<file path="src/rtl/serial_adder_ctrl.sv">
// Bit-serial add/subtract sequencer: one full-adder cell processes the operands LSB-first,
// one bit per clock, with the carry held in a flop between bits.

module full_adder (
  input  logic din_a,
  input  logic din_b,
  input  logic c_in,
  output logic s,
  output logic c_out
);
  assign s     = din_a ^ din_b ^ c_in;
  assign c_out = (din_a & din_b) | (c_in & (din_a ^ din_b));
endmodule

module serial_adder_ctrl #(
  parameter int WIDTH = 8
) (
  input  logic             clk,
  input  logic             rst,
  input  logic             start,
  input  logic             sub,
  input  logic [WIDTH-1:0] din_a,
  input  logic [WIDTH-1:0] din_b,
  output logic             busy,
  output logic             done,
  output logic [WIDTH-1:0] sum,
  output logic             c_out,
  output logic             ovf
);
  localparam int CW = (WIDTH > 1) ? $clog2(WIDTH) : 1;
  localparam logic [CW-1:0] LAST = CW'(WIDTH - 1);

  typedef enum logic [1:0] {
    IDLE = 2'd0,
    RUN  = 2'd1,
    DONE = 2'd2
  } state_t;

  state_t           state;
  logic [WIDTH-1:0] a_sh;
  logic [WIDTH-1:0] b_sh;
  logic [WIDTH-1:0] res;
  logic [WIDTH-1:0] res_nxt;
  logic [CW-1:0]    cnt;
  logic             sub_q;
  logic             carry;
  logic             fa_s;
  logic             fa_co;

  full_adder u_fa (
    .din_a (a_sh[0]),
    .din_b (b_sh[0] ^ sub_q),
    .c_in  (carry),
    .s     (fa_s),
    .c_out (fa_co)
  );

  // Result fills from the MSB end, so after WIDTH shifts bit 0 sits at res[0].
  assign res_nxt = {fa_s, {(WIDTH-1){1'b0}}} | (res >> 1);

  always_ff @(posedge clk) begin
    if (rst) begin
      state <= IDLE;
      a_sh  <= '0;
      b_sh  <= '0;
      res   <= '0;
      cnt   <= '0;
      sub_q <= 1'b0;
      carry <= 1'b0;
      busy  <= 1'b0;
      done  <= 1'b0;
      sum   <= '0;
      c_out <= 1'b0;
      ovf   <= 1'b0;
    end else begin
      case (state)
        IDLE: begin
          done <= 1'b0;
          if (start) begin
            a_sh  <= din_a;
            b_sh  <= din_b;
            sub_q <= sub;
            carry <= sub;
            cnt   <= '0;
            busy  <= 1'b1;
            state <= RUN;
          end
        end
        RUN: begin
          res   <= res_nxt;
          a_sh  <= a_sh >> 1;
          b_sh  <= b_sh >> 1;
          carry <= fa_co;
          cnt   <= cnt + 1'b1;
          if (cnt == LAST) begin
            // Outputs load on the way into DONE so they are valid while done is high;
            // carry still holds the carry into the MSB at this point.
            sum   <= res_nxt;
            c_out <= fa_co;
            ovf   <= carry ^ fa_co;
            busy  <= 1'b0;
            done  <= 1'b1;
            state <= DONE;
          end
        end
        DONE: begin
          done  <= 1'b0;
          state <= IDLE;
        end
        default: begin
          busy  <= 1'b0;
          done  <= 1'b0;
          state <= IDLE;
        end
      endcase
    end
  end
endmodule

</file>
<file path="config.mk">
export PLATFORM = sky130hd
export DESIGN_NAME = serial_adder_ctrl
export DESIGN_NICKNAME = d
export VERILOG_FILES = /design/src/rtl/serial_adder_ctrl.sv
export SDC_FILE = /design/constraint.sdc
export NUM_CORES = 1
export LEC_CHECK = 0
export CAP_MARGIN = 20
export CORE_MARGIN = 1.5
export CORE_UTILIZATION = 55
export DETAILED_ROUTE_END_ITERATION = 6
export PLACE_DENSITY_LB_ADDON = 0.08
export SETUP_SLACK_MARGIN = 0.4
export SLEW_MARGIN = 5
export SYNTH_ARGS = -nofsm -noshare
export SYNTH_HDL_FRONTEND = slang
export SYNTH_SLANG_ARGS = --single-unit
</file>
<file path="constraint.sdc">
create_clock -name clk -period 2 [get_ports clk]
set_input_delay 0.3 -clock clk [delete_from_list [all_inputs] [get_ports clk]]
set_output_delay 0.3 -clock clk [all_outputs]
set_load 0.03 [all_outputs]
</file>
==> results.toml <==
# yosys + openroad results
[setup_path]
r2r_slack_ns = 0.52
cp_top_family = "simple AND/OR/NAND/NOR gates"
startpoint_type = "flip-flop"
cp_slowest_cell = "dfxtp_1"
required_ns = 2.28
crit_type = "reg2reg"
cp_cell_sequence = "ha_1 > ha_1 > and3b_2 > nor2_1 > a211oi_2"
crit_path_start = "cnt[0]$_SDFFE_PP0P_"
worst_path_most_repeated_cell = "ha_1"
cp_num_buf_inv = 0
worstPathMaxFanout = 12
critPathCaptureType = "flip-flop"
reg2reg_from = "cnt[0]$_SDFFE_PP0P_"
cp.arrival_ns = 1.75
slowest_delay_ns = 0.37

[sta]
fin_crit_ns = 1.48
holdWs_ns = 0.461
finClkSkew_ns = 0.0103
fmax_mhz = 678
worst_pin_slew_ns = 0.356
setup_viol = 0
fin_crit_sh_pct = 73.8
tns_ns = 0
relSlewSlack_pct = 76.3
slew_viol_final = 0
grt_setup_unrepaired = "false"
hold_viol = 0

[cts]
clock_sinks = 42
cts_root_buf = "clkbuf_4"
cts.clk_slew.worst_paths_ns = 0.12
cts_max_level = 2
clockBufferDepth = 2
cts_buffers = 5
cts_tree = "yes"
post_cts_buffers = 0
clock_latency_ns = 0.36

[synth]
ys_sh_adder_pct = 2.54
yosys_warnings = 0
ys_types = 28
synth_chip_area_um2 = 1770
ys_cells = 210
syn_area_per_cell_um2 = 8.44
mux_share_pct = 0.565
most_common_cell = "nand2_1"
topCombFamilyByArea = "simple AND/OR/NAND/NOR gates"
syn_inst = 210
ys_ff = 42
fp_nets = 233
synth.area.top_cells = "dfxtp_1 (47%), nand2_1 (13%), a311oi_2 (6.8%)"
synth_simple_gate_area_share_pct = 22.9
common_cells = "nand2_1 (59), dfxtp_1 (42), a21oi_1 (22), nor2_1 (22), a311oi_2 (8)"
synth_top_area_share_pct = 47.5
synth-xor-area-share_pct = 0.989
edf_count = 0
synthAoiAreaFrac_pct = 19.8
netlist_area_um2 = 1770
yosys.area.top_type = "dfxtp_1"
synthFlopType = "dfxtp_1"
synthArstFlopShare_pct = 0
synth_seq_share_pct = 47.5

[worst_hold_path]
hp-class = "reg2reg"
hold_path.startpoint = "sum[0]$_SDFFE_PP0P_"

[placed_design]
gp_congestion = 0.802
dpl.cell_count = 275
placed_area_um2 = 2120
hpwl_mm = 2.34

[route]
dr.pass1.iters = 4
antenna_left = 0
drt_wl_total_mm = 3.36
drc = 0
drt_iter0_drc = 61
viasPerCell = 5.24
vias = 1482

[layout]
fill_cells = 264
synthToLayoutAreaGrowth_pct = 25.1
layout.nets = 261
design_area_um2 = 2220
num_antenna_cells = 0
drive_gt1_share_pct = 10.9
lay_top_count = "nand2_1"
layout_top_cells = "nand2_1 (59), dfxtp_1 (42), a21oi_1 (22), nor2_1 (22), clkdlybuf4s50_1 (19)"
instances_no_fill = 283

[power_and_ir_drop]
ir_drop_uv = 606
leakage_uw = 0.000851
total_power_uw = 1780
powerDensity_nw_per_um2 = 801

[grt]
grt_overflow_total = 0
grt_pass1_wl_mm = 5.87
antenna_found_initial = 0
grt_max_degree = 40
grt_pass1_vias = 1408

[floorplanning]
die_area_um2 = 3570
ios = 32
initCoreUtil_pct = 58.0
coreArea_um2 = 3050
row_count = 20

[flow_run]
drv_cap = 0
tool_warnings = 26

[run_status]
status = "complete, no violations"
[repair_timing]
| item | CTS | global route |
|---|---|---|
| resized | 13 | 0 |
| endpoints found under the setup margin | 13 | 0 |
| hold buffers | 0 | 0 |
[layer usage]
layer  vias up  track usage, %  wire length, µm
li1        764               -                -
met1       685            25.4             1470
met2        26            37.6             1710
met3         7            4.55              113
met4         0            10.2               65
met5         -               0                0
[power by group]
group	switching, µW	total (µW)	internal (µW)
Combinational	104	206	103
Clock	281	672	391
Sequential	24.8	898	874
Total	409	1780	1370
[final cells by class]
type / instances / area, µm² / share of cell area (%)
timing repair buffer: 38 / 373 / 16.8
clock buffer: 5 / 37.5 / 1.69
tap: 44 / 55.1 / 2.48
clock inverter: 3 / 68.8 / 3.10
inverter: 3 / 11.3 / 0.508
multi-input combinational: 148 / 831 / 37.5
sequential: 42 / 841 / 37.9
[worst paths after layout]
check                   endpoint  cells past startpoint
min reg2reg  sum[0]$_SDFFE_PP0P_                      2
max reg2reg  sum[7]$_SDFFE_PP0P_                      5
max          sum[7]$_SDFFE_PP0P_                      5
min          sum[0]$_SDFFE_PP0P_                      2
[metrics by stage]
stage	utilization [%]	worst slack, ns
CTS	72.6	0.535
finish	72.6	0.524
detailed placement	69.6	0.304
floorplan	-	0.674
global placement	69.6	0.374
global route	72.6	0.403
[cells by family (layout without fill, tap and decap cells)]
logic type / Yosys count / count (layout)
buffers and inverters: 20 / 49
DFF: 42 / 42
AOI/OAI and AO/OA: 45 / 45
and+or+nand+nor: 97 / 97
muxes: 1 / 1
xor gates and xnor gates: 2 / 2
adders and majority gates: 3 / 3
[registers in the layout (all words and copies together) (netlist names), 2 cells and up]
signal and count:
sum 8, cnt 3, a_sh 8, state 2, b_sh 8, res 7
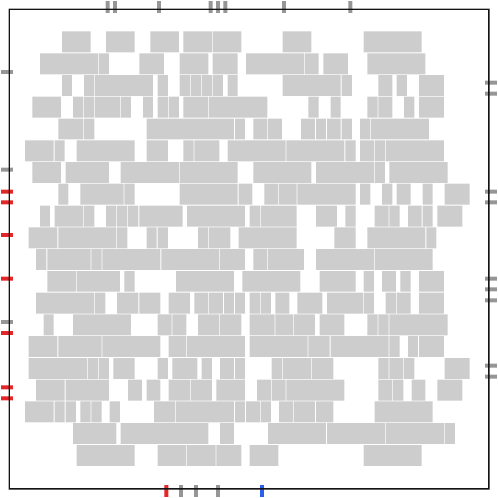
(images/pins.png)
Scale: 8 px per µm. Pins as bars across the die edge, other pins in gray.
| port | color | pins | direction | edge |
|---|---|---|---|---|
| din_a | red | 8 | input | 7 west, 1 south |
| sub | blue | 1 | input | south |
die width: 59.8 µm
port bufs: 31
Die H: 59.8 µm

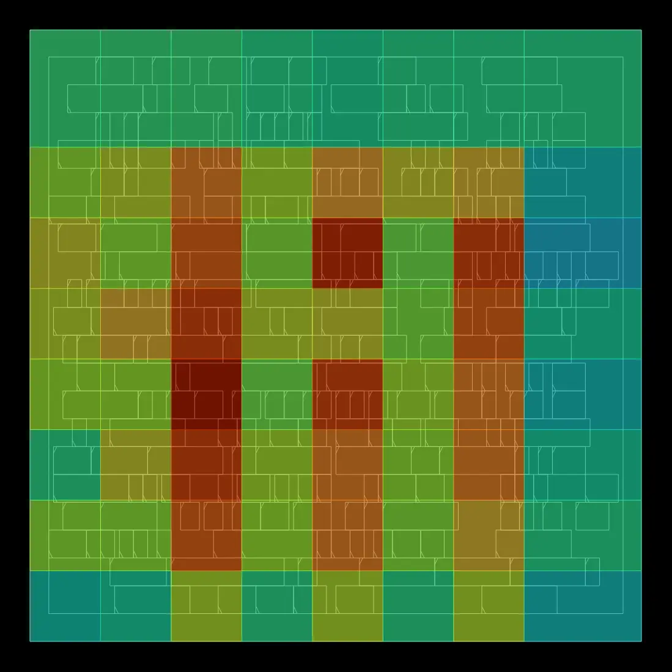
(images/final_congestion.png)
wire per inst: 11.9 µm
Core Util, Final: 72.6%
Tot GR Track Use: 21.7%
met3 Use GR: 4.55%
met1 GRT Util: 25.4%

